`config.mk`:
```
export PLATFORM = sky130hd
export DESIGN_NAME = dmem_arbiter
export DESIGN_NICKNAME = d
export VERILOG_FILES = /design/src/rtl/cpu_pkg.sv /design/src/rtl/rr_pick2.sv /design/src/rtl/dmem_arbiter.sv
export SDC_FILE = /design/constraint.sdc
export NUM_CORES = 1
export LEC_CHECK = 0
export CAP_MARGIN = 20
export CORE_ASPECT_RATIO = 0.9
export CORE_MARGIN = 4
export CORE_UTILIZATION = 29
export DETAILED_ROUTE_END_ITERATION = 8
export MAX_ROUTING_LAYER = met4
export PLACE_DENSITY = 0.71
export SLEW_MARGIN = 15
export SYNTH_ARGS = -nofsm -noshare
export SYNTH_HDL_FRONTEND = slang
export SYNTH_SLANG_ARGS = --single-unit
```
`constraint.sdc`:
```
create_clock -name clk -period 1.7 [get_ports clk]
set_input_delay 0.51 -clock clk [delete_from_list [all_inputs] [get_ports clk]]
set_output_delay 0.51 -clock clk [all_outputs]
set_load 0.02 [all_outputs]
```
`src/rtl/cpu_pkg.sv`:
```
// Shared CPU-side definitions: arbiter state encoding, port indices, one-hot helper.
package cpu_pkg;

  typedef enum logic {
    ARB_IDLE  = 1'b0,
    ARB_GRANT = 1'b1
  } arb_state_e;

  localparam logic ARB_PORT_CPU = 1'b0;
  localparam logic ARB_PORT_DBG = 1'b1;

  // One-hot grant vector for a two-port arbiter.
  function automatic logic [1:0] port_onehot(input logic port);
    return port ? 2'b10 : 2'b01;
  endfunction

endpackage

```
`src/rtl/rr_pick2.sv`:
```
// Combinational 2-way round-robin picker: on a tie the port that did not own last wins.
module rr_pick2
  import cpu_pkg::*;
(
  input  logic [1:0] req,
  input  logic       last_owner,
  output logic       owner,
  output logic       valid
);

  // Pick the single requester, or alternate on a tie.
  always_comb begin
    valid = |req;
    owner = ARB_PORT_CPU;
    if (req == 2'b11) begin
      owner = ~last_owner;
    end else if (req[ARB_PORT_DBG]) begin
      owner = ARB_PORT_DBG;
    end
  end

endmodule

```
`src/rtl/dmem_arbiter.sv`:
```
// Two-port round-robin arbiter for the single-port data memory, with bounded bus lock.
// Optional per-port grant and conflict counters when DMEM_ARB_STATS_EN is defined.
module dmem_arbiter
  import cpu_pkg::*;
#(
  parameter int unsigned ADDR_W   = 8,
  parameter int unsigned DATA_W   = 8,
  parameter int unsigned MAX_LOCK = 16
) (
  input  logic              clk,
  input  logic              rst,
  input  logic [1:0]        req,
  input  logic [1:0]        lock,
  input  logic [1:0]        we,
  input  logic [ADDR_W-1:0] addr0,
  input  logic [ADDR_W-1:0] addr1,
  input  logic [DATA_W-1:0] wdata0,
  input  logic [DATA_W-1:0] wdata1,
  output logic [1:0]        gnt,
  output logic [1:0]        rvalid,
  output logic [DATA_W-1:0] rdata,
  output logic              mem_we,
  output logic [ADDR_W-1:0] mem_addr,
  output logic [DATA_W-1:0] mem_wdata,
  input  logic [DATA_W-1:0] mem_rdata
`ifdef DMEM_ARB_STATS_EN
  ,
  output logic [15:0]       gnt_cnt0,
  output logic [15:0]       gnt_cnt1,
  output logic [15:0]       conflict_cnt
`endif
);

  localparam int unsigned LCW = $clog2(MAX_LOCK + 1);

  arb_state_e     state, state_d;
  logic           owner, owner_d;
  logic           last_owner, arb_last;
  logic [LCW-1:0] lock_cnt, lock_cnt_d;
  logic           access, stay;
  logic           pick_owner, pick_valid;

  // An access happens only while the owner still holds its request in GRANT.
  assign access   = (state == ARB_GRANT) && req[owner];
  assign stay     = access && lock[owner] && (lock_cnt < LCW'(MAX_LOCK - 1));
  assign arb_last = access ? owner : last_owner;

  rr_pick2 u_pick (
    .req        (req),
    .last_owner (arb_last),
    .owner      (pick_owner),
    .valid      (pick_valid)
  );

  // State, owner, last owner and lock-length registers.
  always_ff @(posedge clk or posedge rst) begin
    if (rst) begin
      state      <= ARB_IDLE;
      owner      <= ARB_PORT_CPU;
      last_owner <= ARB_PORT_DBG;
      lock_cnt   <= '0;
    end else begin
      state      <= state_d;
      owner      <= owner_d;
      last_owner <= arb_last;
      lock_cnt   <= lock_cnt_d;
    end
  end

  // Next state: hold ownership while locked, otherwise re-arbitrate in the same cycle.
  always_comb begin
    state_d    = state;
    owner_d    = owner;
    lock_cnt_d = lock_cnt;
    case (state)
      ARB_IDLE: begin
        lock_cnt_d = '0;
        if (pick_valid) begin
          state_d = ARB_GRANT;
          owner_d = pick_owner;
        end
      end
      ARB_GRANT: begin
        if (stay) begin
          lock_cnt_d = lock_cnt + LCW'(1);
        end else begin
          lock_cnt_d = '0;
          if (pick_valid) begin
            state_d = ARB_GRANT;
            owner_d = pick_owner;
          end else begin
            state_d = ARB_IDLE;
          end
        end
      end
      default: begin
        state_d    = ARB_IDLE;
        lock_cnt_d = '0;
      end
    endcase
  end

  // Memory-side mux; quiet outside an access so the memory sees no stray write.
  assign gnt       = access ? port_onehot(owner) : 2'b00;
  assign mem_we    = access && we[owner];
  assign mem_addr  = access ? ((owner == ARB_PORT_DBG) ? addr1 : addr0) : '0;
  assign mem_wdata = access ? ((owner == ARB_PORT_DBG) ? wdata1 : wdata0) : '0;

  // Read return register, valid one cycle after a read grant.
  always_ff @(posedge clk or posedge rst) begin
    if (rst) begin
      rvalid <= 2'b00;
      rdata  <= '0;
    end else begin
      rvalid <= 2'b00;
      if (access && !we[owner]) begin
        rvalid <= port_onehot(owner);
        rdata  <= mem_rdata;
      end
    end
  end

`ifdef DMEM_ARB_STATS_EN
  // Saturating per-port grant counters and tie counter for arbitration cycles.
  always_ff @(posedge clk or posedge rst) begin
    if (rst) begin
      gnt_cnt0     <= '0;
      gnt_cnt1     <= '0;
      conflict_cnt <= '0;
    end else begin
      if (gnt[ARB_PORT_CPU] && (gnt_cnt0 != 16'hFFFF)) gnt_cnt0 <= gnt_cnt0 + 16'd1;
      if (gnt[ARB_PORT_DBG] && (gnt_cnt1 != 16'hFFFF)) gnt_cnt1 <= gnt_cnt1 + 16'd1;
      if (!stay && (req == 2'b11) && (conflict_cnt != 16'hFFFF)) begin
        conflict_cnt <= conflict_cnt + 16'd1;
      end
    end
  end
`endif

endmodule

```
==> impl_metrics.py, run 1 <==
# Synthesis and PnR figures
metrics = {
    "status": {
        "run_status": "finished, violations left",
        "violations": "setup timing",
    },
    "final_timing": {
        "rsz0062_at_grt": "true",
        "report.final.slew_viol_count": 0,
        "slew_headroom_pct": 83.28,
        "setup_slack_ps": -194.2,
        "timing.final.crit_share_pct": 111.4,
        "setup_violations": 19,
        "fin_hold_ws_ps": 491.2,
        "fin_skew_ps": 5.456,
        "tns_ps": -3106,
        "tightestPinTransition_ps": 249.8,
    },
    "power": {
        "power_density_nw_per_um2": 825.8,
        "max-vdd-ir-drop_mv": 0.4982,
        "total_power_w": 0.001794,
    },
    "critical_path": {
        "cp.required_ps": 1190,
        "critical_path.cell_chain": "and3_4 > buf_6 > a22o_4 > buf_6",
        "critPathBufInv": 2,
        "timing.setup.critical_path_class": "reg -> out",
        "data_arrival_time_at_the_worst_slack_endpoint_ps": 1380,
        "crit_path_end_kind": "output pin",
        "path_max_fanout": 5,
        "crit_path_leading_delay_family": "flip-flops",
        "critical-path-max-stage-delay_ps": 430,
        "path_common_cell": "sky130_fd_sc_hd__buf_6",
    },
    "clock_network": {
        "ctsHoldBuffers": 0,
        "worst_setup_hold_path_clk_slew_ps": 70,
        "clockRootBuffer": "sky130_fd_sc_hd__clkbuf_8",
        "cts_sinks": 18,
        "tritoncts": "yes",
        "post_cts_resized": 135,
        "insertion_delay_ps": 250,
        "ctsHtreeMaxLevel": 1,
        "post-cts-setup-buffer-count": 9,
    },
    "drt": {
        "wl_mm": 3.581,
        "route.vias.total": 1078,
        "drc": 0,
        "antenna_violating_nets_post_route": 0,
        "drt_iter0_drc": 44,
        "firstDrtPassIters": 3,
    },
    "die": {
        "core.rowCount": 19,
        "initCoreUtil_pct": 30.98,
        "core_region_area_um2": 3138,
        "io_pins": 77,
        "die_h_um": 62.93,
        "die-width_um": 69.03,
    },
    "finish": {
        "final_layout_size_suffix_gt1_share_pct": 43.23,
        "antenna_cells_inserted": 0,
        "inverters_excl_clock": 3,
        "biggestCellCategory": "buffers",
        "layout.non_clock_buffers": 105,
        "finish.instance_area_um2": 2172,
        "area.growth.synth_to_final_pct": 123.4,
        "filler_cell_count": 252,
        "buf_share_pct": 47.47,
        "registers.top_by_ff_count": "rdata",
        "clock_tree_area_fraction_pct": 2.535,
        "comb_area_share_pct": 26.15,
        "clkbuf_count": 4,
        "seq_cell_count": 18,
        "finish.cell_count_without_fillers": 234,
        "seq_share_pct": 20.91,
        "finish.net_count": 242,
        "biggestRegsByFlops": "rdata x8, lock_cnt x5, rvalid x2",
        "logic_gates": 62,
    },
    "global_route": {
        "maximum_number_of_pins_on_one_net_before_global_route_repair": 19,
        "antenna_found_initial": 0,
        "grt_first_pass_wirelength_mm": 5.533,
    },
    "synthesis": {
        "synthCells": 87,
        "mappedNetlistArea_um2": 972.2,
        "synth-cells-yosys": 87,
        "avgSynthCellArea_um2": 11.17,
        "synthesis.yosys.warnings": 0,
        "register_share_after_synthesis_pct": 46.46,
        "synth_simple_gate_area_share_pct": 15.19,
        "yosys.area_share.aoi_pct": 19.31,
        "yosysTopAreaCellShare_pct": 43.76,
        "ys_ff": 18,
        "ys_types": 29,
        "yosys-dominant-comb-family": "AND-OR/OR-AND gates",
        "yosys-top-cells-area": "sky130_fd_sc_hd__dfrtp_1 (44%), sky130_fd_sc_hd__a22o_1 (14%), sky130_fd_sc_hd__mux2_2 (9.3%), sky130_fd_sc_hd__nor2_1 (3.1%), sky130_fd_sc_hd__dfstp_2 (2.7%)",
        "synth_nets": 136,
    },
    "hold_path": {
        "worst_min_path_class": "reg -> reg",
    },
    "placed_design": {
        "placement.cell_area_um2": 1954,
        "finalWeightedCongestion": 0.7537,
        "pre_cts_ws_ps": -989.2,
        "port-buffer-count": 76,
    },
}
## run 1: Yosys cell counts, drive strengths merged
| master | number |
|---|---|
| mux2 | 8 |
| nand2 | 6 |
| ha | 1 |
| nor3 | 1 |
| inv | 3 |
| o21bai | 1 |
| a21boi | 1 |
| nor2b | 1 |
| o22a | 1 |
| nand2b | 1 |
| xnor2 | 1 |
| xor2 | 1 |
| nand3 | 5 |
| a21oi | 1 |
| o22ai | 1 |
| dfstp | 1 |
| and3 | 2 |
| nand4 | 1 |
| mux2i | 2 |
| dfrtp | 17 |
| or2 | 1 |
| nor2 | 9 |
| a22o | 16 |
| o21ai | 1 |
| buf | 4 |
## run 1: path summary, 6_finish.rpt
| check | from | end | slack [ps] | depth (start not counted) |
|---|---|---|---|---|
| setup / recovery | owner | mem_wdata[3] | -190 | 4 |
| hold / removal | lock_cnt[0] | lock_cnt[0] | 490 | 1 |
| setup reg to reg | owner | rdata[2] | 180 | 6 |
| hold reg to reg | lock_cnt[0] | lock_cnt[0] | 490 | 1 |
| max in group asynchronous | rst | last_owner | 870 | 3 |
| min in group asynchronous | rst | lock_cnt[0] | 570 | 3 |
## run 1: routing by layer
| metal | part of all wire, % | routed length [um] | vias to the layer above | global-route usage (%) |
|---|---|---|---|---|
| met5 | 0 | 0 | - | - |
| met4 | 0.39 | 14 | 0 | 1.463 |
| met3 | 3.6 | 129 | 2 | 4.180 |
| met2 | 57 | 2029 | 25 | 29.40 |
| met1 | 39 | 1407 | 520 | 18.08 |
| li1 | - | - | 531 | - |
## run 1: where the power goes
group | internal, W | switching (W)
sequential | 0.000517 | 0.0000398
combinational | 0.000505 | 0.000394
clock | 0.000205 | 0.000132
total | 0.00123 | 0.000566
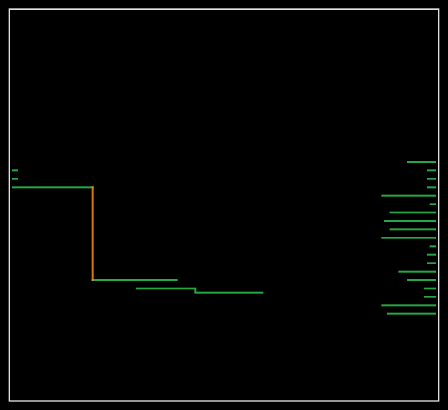
**Above:** run 1 (routed metal, one colour a layer).
Only two layers are drawn.
- green: met3 (wire length 129 um)
- orange: met4 (wire length 15.0 um)
overall fraction of global-route tracks in use: 16.02%
post-DR wirelength/cell: 15.30 um

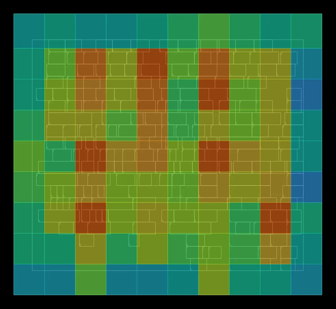
**Above:** run 1 (congestion heat map).
met2 capacity usage during global routing: 29.40%
met3 demand-to-capacity share in global routing: 4.180%
met1 Usage GRT: 18.08%
peak-usage layer in the global routing report: met2

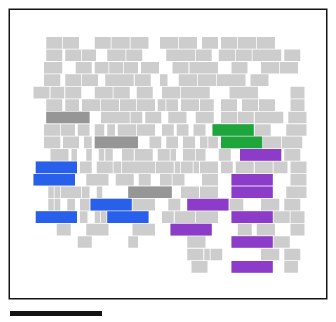
**Above:** run 1 (sequential cells grouped by signal name).
Bar = 20 um. Other sequential cells in the stronger grey, the rest of the logic in the fainter grey.
- blue: lock_cnt (placed flops 5)
- green: rvalid (placed flops 2)
- purple: rdata (placed flops 8)
- not coloured: 3
Sequential Area: 454.2 um2
final design utilization: 69.22%
power attributed to sequential cells: 0.000557 W

**Run 1: sizing map**

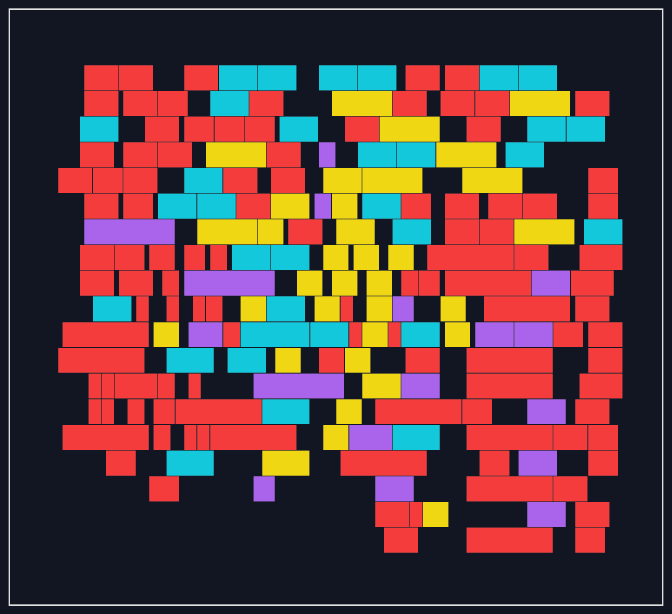

==> run 2, diff against run 1 <==
--- a/config.mk
+++ b/config.mk
@@ -8,10 +8,10 @@
 export CAP_MARGIN = 20
 export CORE_ASPECT_RATIO = 0.9
 export CORE_MARGIN = 4
-export CORE_UTILIZATION = 29
+export CORE_UTILIZATION = 33
 export DETAILED_ROUTE_END_ITERATION = 8
 export MAX_ROUTING_LAYER = met4
-export PLACE_DENSITY = 0.71
+export PLACE_DENSITY = 0.76
 export SLEW_MARGIN = 15
 export SYNTH_ARGS = -nofsm -noshare
 export SYNTH_HDL_FRONTEND = slang
==> constraint.sdc (replaced) <==
create_clock -name clk -period 2.1 [get_ports clk]
set_input_delay 0.63 -clock clk [delete_from_list [all_inputs] [get_ports clk]]
set_output_delay 0.63 -clock clk [all_outputs]
set_load 0.02 [all_outputs]
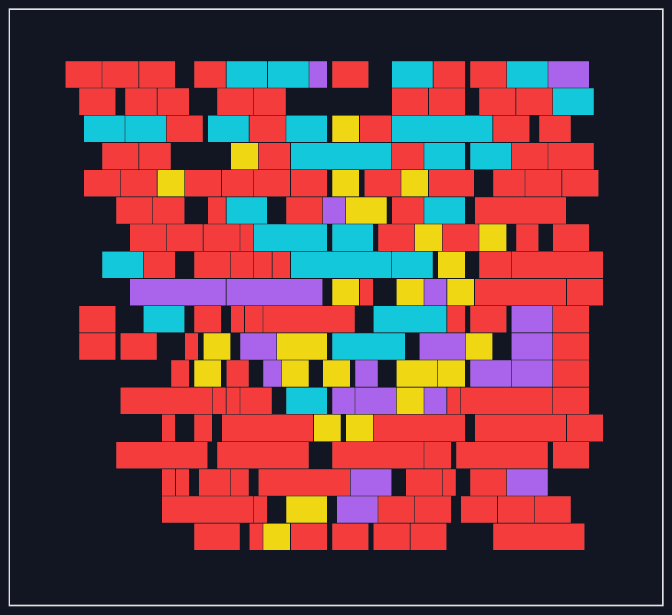
**Above:** run 2 (sizing map).
- yellow: drive 3 to 4 (cells 25; share 13%; most used buf_4)
- cyan: drive 6 and up (cells 24; share 13%; most used buf_6)
- purple: drive 2 (cells 20; share 11%; most used mux2_2)
- red: drive 1 or less (cells 118; share 63%; most used clkdlybuf4s50_1)

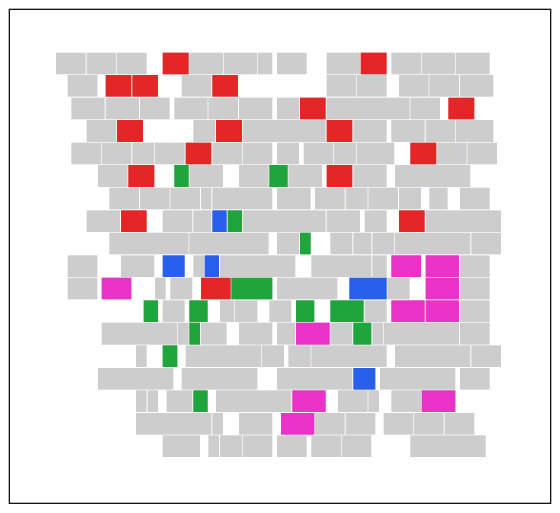
**Above:** run 2 (logic cells by family).
- blue: inverting AOI/OAI gates (cells 5)
- red: AND-OR and OR-AND gates (cells 17; most used a22o_1)
- green: NAND gates (cells 13; most used nand3_1)
- magenta: multiplexers (cells 10; most used mux2_2)
final cell count without fillers: 227
most numerous logic cell after layout: sky130_fd_sc_hd__clkdlybuf4s50_1
fraction of standard cell area in multi-input logic: 23.44%

==> run 2 against run 1 <==
- the run still ends with setup timing left
- clock skew shrank 4.3 ps
- sequential cell count is the same
- count of clock-buffer cells in the layout is the same
- critical path type unchanged
- critical endpoint is now mem_addr[3]
- highest routed layer unchanged
==> impl_metrics.py, run 2 <==
# Synthesis and PnR figures
metrics = {
    "placed_design": {
        "finalWeightedCongestion": 0.7933,
        "port-buffer-count": 76,
    },
    "clock_network": {
        "ctsHoldBuffers": 0,
        "ctsHtreeMaxLevel": 1,
        "worst_setup_hold_path_clk_slew_ps": 100,
        "tritoncts": "yes",
        "clockRootBuffer": "sky130_fd_sc_hd__clkbuf_4",
        "cts_sinks": 18,
        "post_cts_resized": 122,
    },
    "final_timing": {
        "setup_slack_ps": -20.35,
        "fin_skew_ps": 1.121,
        "report.final.slew_viol_count": 0,
        "setup_violations": 7,
        "fin_hold_ws_ps": 497.1,
        "slew_headroom_pct": 79.89,
        "rsz0062_at_grt": "true",
        "timing.final.crit_share_pct": 101.0,
        "tightestPinTransition_ps": 301.3,
    },
    "synthesis": {
        "postSynth.asyncResetShare_pct": 100.0,
        "synthCells": 87,
        "mappedNetlistArea_um2": 972.2,
        "synth-cells-yosys": 87,
        "synth-edff-count": 0,
        "ys_ff": 18,
        "dominantRegCellSynth": "sky130_fd_sc_hd__dfrtp_1",
        "synth_nets": 136,
        "avgSynthCellArea_um2": 11.17,
        "synthesis.yosys.warnings": 0,
    },
    "hold_path": {
        "worst_min_path_class": "reg -> reg",
    },
    "finish": {
        "filler_cell_count": 189,
        "registers.top_by_ff_count": "rdata",
        "antenna_cells_inserted": 0,
        "final_layout_size_suffix_gt1_share_pct": 36.90,
        "finish.net_count": 237,
        "area.growth.synth_to_final_pct": 114.7,
    },
    "critical_path": {
        "data_arrival_time_at_the_worst_slack_endpoint_ps": 1490,
        "path_max_fanout": 8,
        "critPathBufInv": 2,
        "crit_path_end_kind": "output pin",
        "r2r.worst_path.cells": 7,
        "crit_path_leading_delay_family": "flip-flops",
        "critical_path.cell_chain": "nand2_2 > nor2_4 > buf_16 > a22o_1 > buf_6",
        "critical-path-max-stage-delay_ps": 400,
        "timing.critical_path.depth": 5,
    },
    "drt": {
        "antenna_violating_nets_post_route": 0,
        "route.vias.total": 1107,
        "drt_iter0_drc": 51,
        "firstDrtPassIters": 4,
        "wl_mm": 3.777,
        "drc": 0,
        "routedWlPerCell_um": 16.64,
    },
    "die": {
        "die-width_um": 65.22,
        "core_region_area_um2": 2793,
        "core.rowCount": 18,
    },
    "power": {
        "clk-power_w": 0.000177,
        "comb_power_share_pct": 54.1,
        "pg_seq_w": 0.000455,
        "power_density_nw_per_um2": 659.7,
    },
    "status": {
        "run_status": "finished, violations left",
        "violations": "setup timing",
    },
    "global_route": {
        "antenna_found_initial": 0,
    },
}
run 2: cell counts after synthesis:
Identical to the previous run, type by type.
run 2: path summary, 6_finish.rpt:
kind | startpoint | end | slack (ps)
min in group asynchronous | rst | rdata[0] | 570
max reg2reg | owner | lock_cnt[2] | 490
min | last_owner | last_owner | 500
min reg2reg | last_owner | last_owner | 500
max in group asynchronous | rst | last_owner | 1000
max | state | mem_addr[3] | -20
run 2: kinds of logic after synthesis:
| kind of cell | Yosys count | share of synthesized area [%] |
|---|---|---|
| simple gates | 27 | 15.19 |
| mux | 10 | 11.33 |
| fa+ha+maj | 1 | 1.287 |
| buf+inv | 7 | 4.633 |
| compound gates | 22 | 19.30 |
| xor+xnor | 2 | 1.802 |
| flops | 18 | 46.46 |
run 2: cell type report:
type / instances / area [um2] / area share, %
Multi-Input combinational cell: 62 / 489.2 / 23.44
Clock buffer: 4 / 26.28 / 1.259
Tap cell: 40 / 50.05 / 2.398
Timing Repair Buffer: 100 / 1057 / 50.66
Inverter: 3 / 11.26 / 0.5396
Sequential cell: 18 / 452.9 / 21.70
run 2: per-layer routing:
metal | track usage [%] | vias up | part of all wire [%]
li1 | - | 518 | -
met1 | 22.26 | 546 | 36
met2 | 37.81 | 35 | 59
met3 | 4.744 | 8 | 3.4
met4 | 6.805 | 0 | 2.0
met5 | - | - | 0
run 2: metrics by stage:
stage	setup slack (ps)	utilization, %	cell area, um2	setup TNS, ps	power (W)
after detailed placement	-832.1	67.56	1887	-15020	0.001123
after global placement	-754.8	67.56	1887	-13900	0.001105
after CTS	-21.37	75.45	2107	-194.3	0.001386
after floorplan	89.00	-	972.2	0	0.0007664
final	-20.35	74.73	2087	-43.60	0.001377
after global routing	-80.82	74.73	2087	-931.3	0.001451
**Run 2: sequential cells grouped by signal name**

Bar = 20 um. Other sequential cells in the stronger grey, the rest of the logic in the fainter grey.
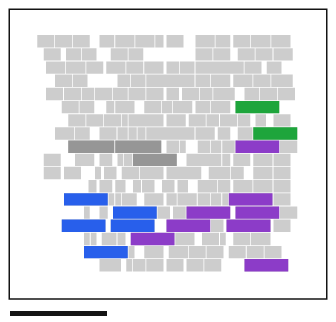

==> run 3, diff against run 2 <==
--- a/config.mk
+++ b/config.mk
@@ -7,7 +7,6 @@
 export LEC_CHECK = 0
 export CAP_MARGIN = 20
 export CORE_ASPECT_RATIO = 0.9
-export CORE_MARGIN = 4
 export CORE_UTILIZATION = 33
 export DETAILED_ROUTE_END_ITERATION = 8
 export MAX_ROUTING_LAYER = met4
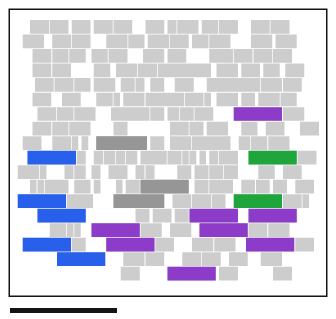
**Above:** run 3 (sequential cells grouped by signal name).
Bar = 20 um. Other sequential cells in the stronger grey, the rest of the logic in the fainter grey.
- green: rvalid (placed flops 2)
- purple: rdata (placed flops 8)
- blue: lock_cnt (placed flops 5)
- not coloured: 3
Sequential Area: 452.9 um2
power attributed to sequential cells: 0.000455 W
final design utilization: 73.67%
fraction of area in registers: 22.19%

==> run 3 against run 2 <==
- the run still ends with setup timing left
- count of clock-buffer cells in the layout unchanged
- area after synthesis unchanged
- synthesized cell count unchanged
- sequential share of layout area increased by 0.49 points
- non-clock buffer count decreased by 3
- first-iteration DRC count decreased by 29%
- final cell count decreased by 1.3%
- sequential power about the same
==> impl_metrics.py, run 3 <==
# Synthesis and PnR figures
metrics = {
    "final_timing": {
        "tightestPinTransition_ps": 236.7,
        "fin_skew_ps": 4.563,
        "report.final.slew_viol_count": 0,
        "tns_ps": -13.57,
        "setup_slack_ps": -13.57,
        "setup_violations": 1,
    },
    "finish": {
        "area.growth.synth_to_final_pct": 109.9,
        "finish.net_count": 234,
        "layout_top_cell": "sky130_fd_sc_hd__clkdlybuf4s50_1",
    },
    "drt": {
        "route.vias.total": 1087,
        "wl_mm": 3.472,
        "drt_iter0_drc": 36,
        "met3_wirelength_um": 70,
        "routed-wl-met2_mm": 2.022,
        "firstDrtPassIters": 4,
        "drc": 0,
    },
    "synthesis": {
        "dominantRegCellSynth": "sky130_fd_sc_hd__dfrtp_1",
        "synth-cells-yosys": 87,
        "postSynth.asyncResetShare_pct": 100.0,
        "synthCells": 87,
    },
    "clock_network": {
        "worst_setup_hold_path_clk_slew_ps": 100,
        "tritoncts": "yes",
        "ctsHtreeMaxLevel": 1,
        "cts_sinks": 18,
    },
    "placed_design": {
        "pre_cts_ws_ps": -782.9,
    },
    "die": {
        "die-width_um": 59.22,
        "core.rowCount": 18,
    },
    "status": {
        "violations": "setup timing",
        "run_status": "finished, violations left",
    },
    "global_route": {
        "antenna_found_initial": 0,
    },
    "critical_path": {
        "r2r.worst_path.cells": 6,
        "timing.reg2reg.setup_slack_ps": 520,
        "critPathLaunch": "we[0]",
    },
    "hold_path": {
        "hold_end": "last_owner",
        "worst_min_path_class": "reg -> reg",
    },
    "power": {
        "power_density_nw_per_um2": 678.9,
    },
}
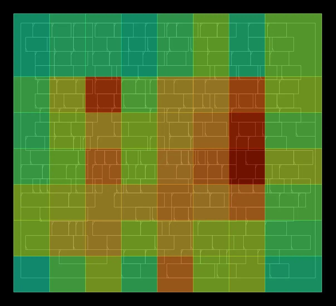
**Above:** run 3 (congestion heat map).
overall fraction of global-route tracks in use: 23.21%
post-DR wirelength/cell: 15.50 um
met3 demand-to-capacity share in global routing: 5.134%

run 3: cell type report:
| type | instances | area [um2] |
|---|---|---|
| Sequential cell | 18 | 452.9 |
| Clock buffer | 4 | 36.28 |
| Multi-Input combinational cell | 62 | 481.7 |
| Fill cell | 198 | 729.5 |
| Inverter | 3 | 11.26 |
| Timing Repair Buffer | 97 | 1008 |
| Tap cell | 40 | 50.05 |
run 3: cell families (layout without fill, tap and decap cells):
kind of cell / count (synthesis) / after routing / synth area share (%)
flip-flops: 18 / 18 / 46.46
adder cells (fa/ha/maj): 1 / 1 / 1.287
AND-OR/OR-AND: 22 / 22 / 19.30
XOR/XNOR: 2 / 2 / 1.802
AND/OR/NAND/NOR: 27 / 27 / 15.19
multiplexers: 10 / 10 / 11.33
buffers and inverters: 7 / 104 / 4.633
run 3: through the flow:
step                cell area [um2]  hold slack, ps  util, %  power (W)
detailed placement             1887           477.8    68.11   0.001120
CTS                            2066           494.4    74.57   0.001401
global route                   2041           517.9    73.67   0.001456
floorplan                     972.2           449.3        -  0.0007664
finish                         2041           493.8    73.67   0.001385
global placement               1887           470.0    68.11   0.001102
run 3: worst max-delay path: cells and delay by family:
kind	cells	cell delay [ps]
simple gates	1	130
mux	1	70
buf+inv	2	650
run 3: power by group:
group / switching (W) / internal [W]
registers: 0.0000373 / 0.000418
logic: 0.000304 / 0.000412
clock network: 0.000109 / 0.000106
total: 0.000450 / 0.000936
run 3: layer usage:
layer,vias up,global-route usage (%)
met5,-,-
met4,0,5.556
met3,6,5.134
met2,25,40.26
met1,541,27.34
li1,515,-
run 3: timing repair:
item,in CTS,in global routing
hold buffers,0,0
endpoints found under the setup margin,19,19
pin swaps,18,6
gates resized,120,3
buffers inserted,4,1
gates cloned,3,0
No activity file was given, so power comes from the tool's default toggle rates.
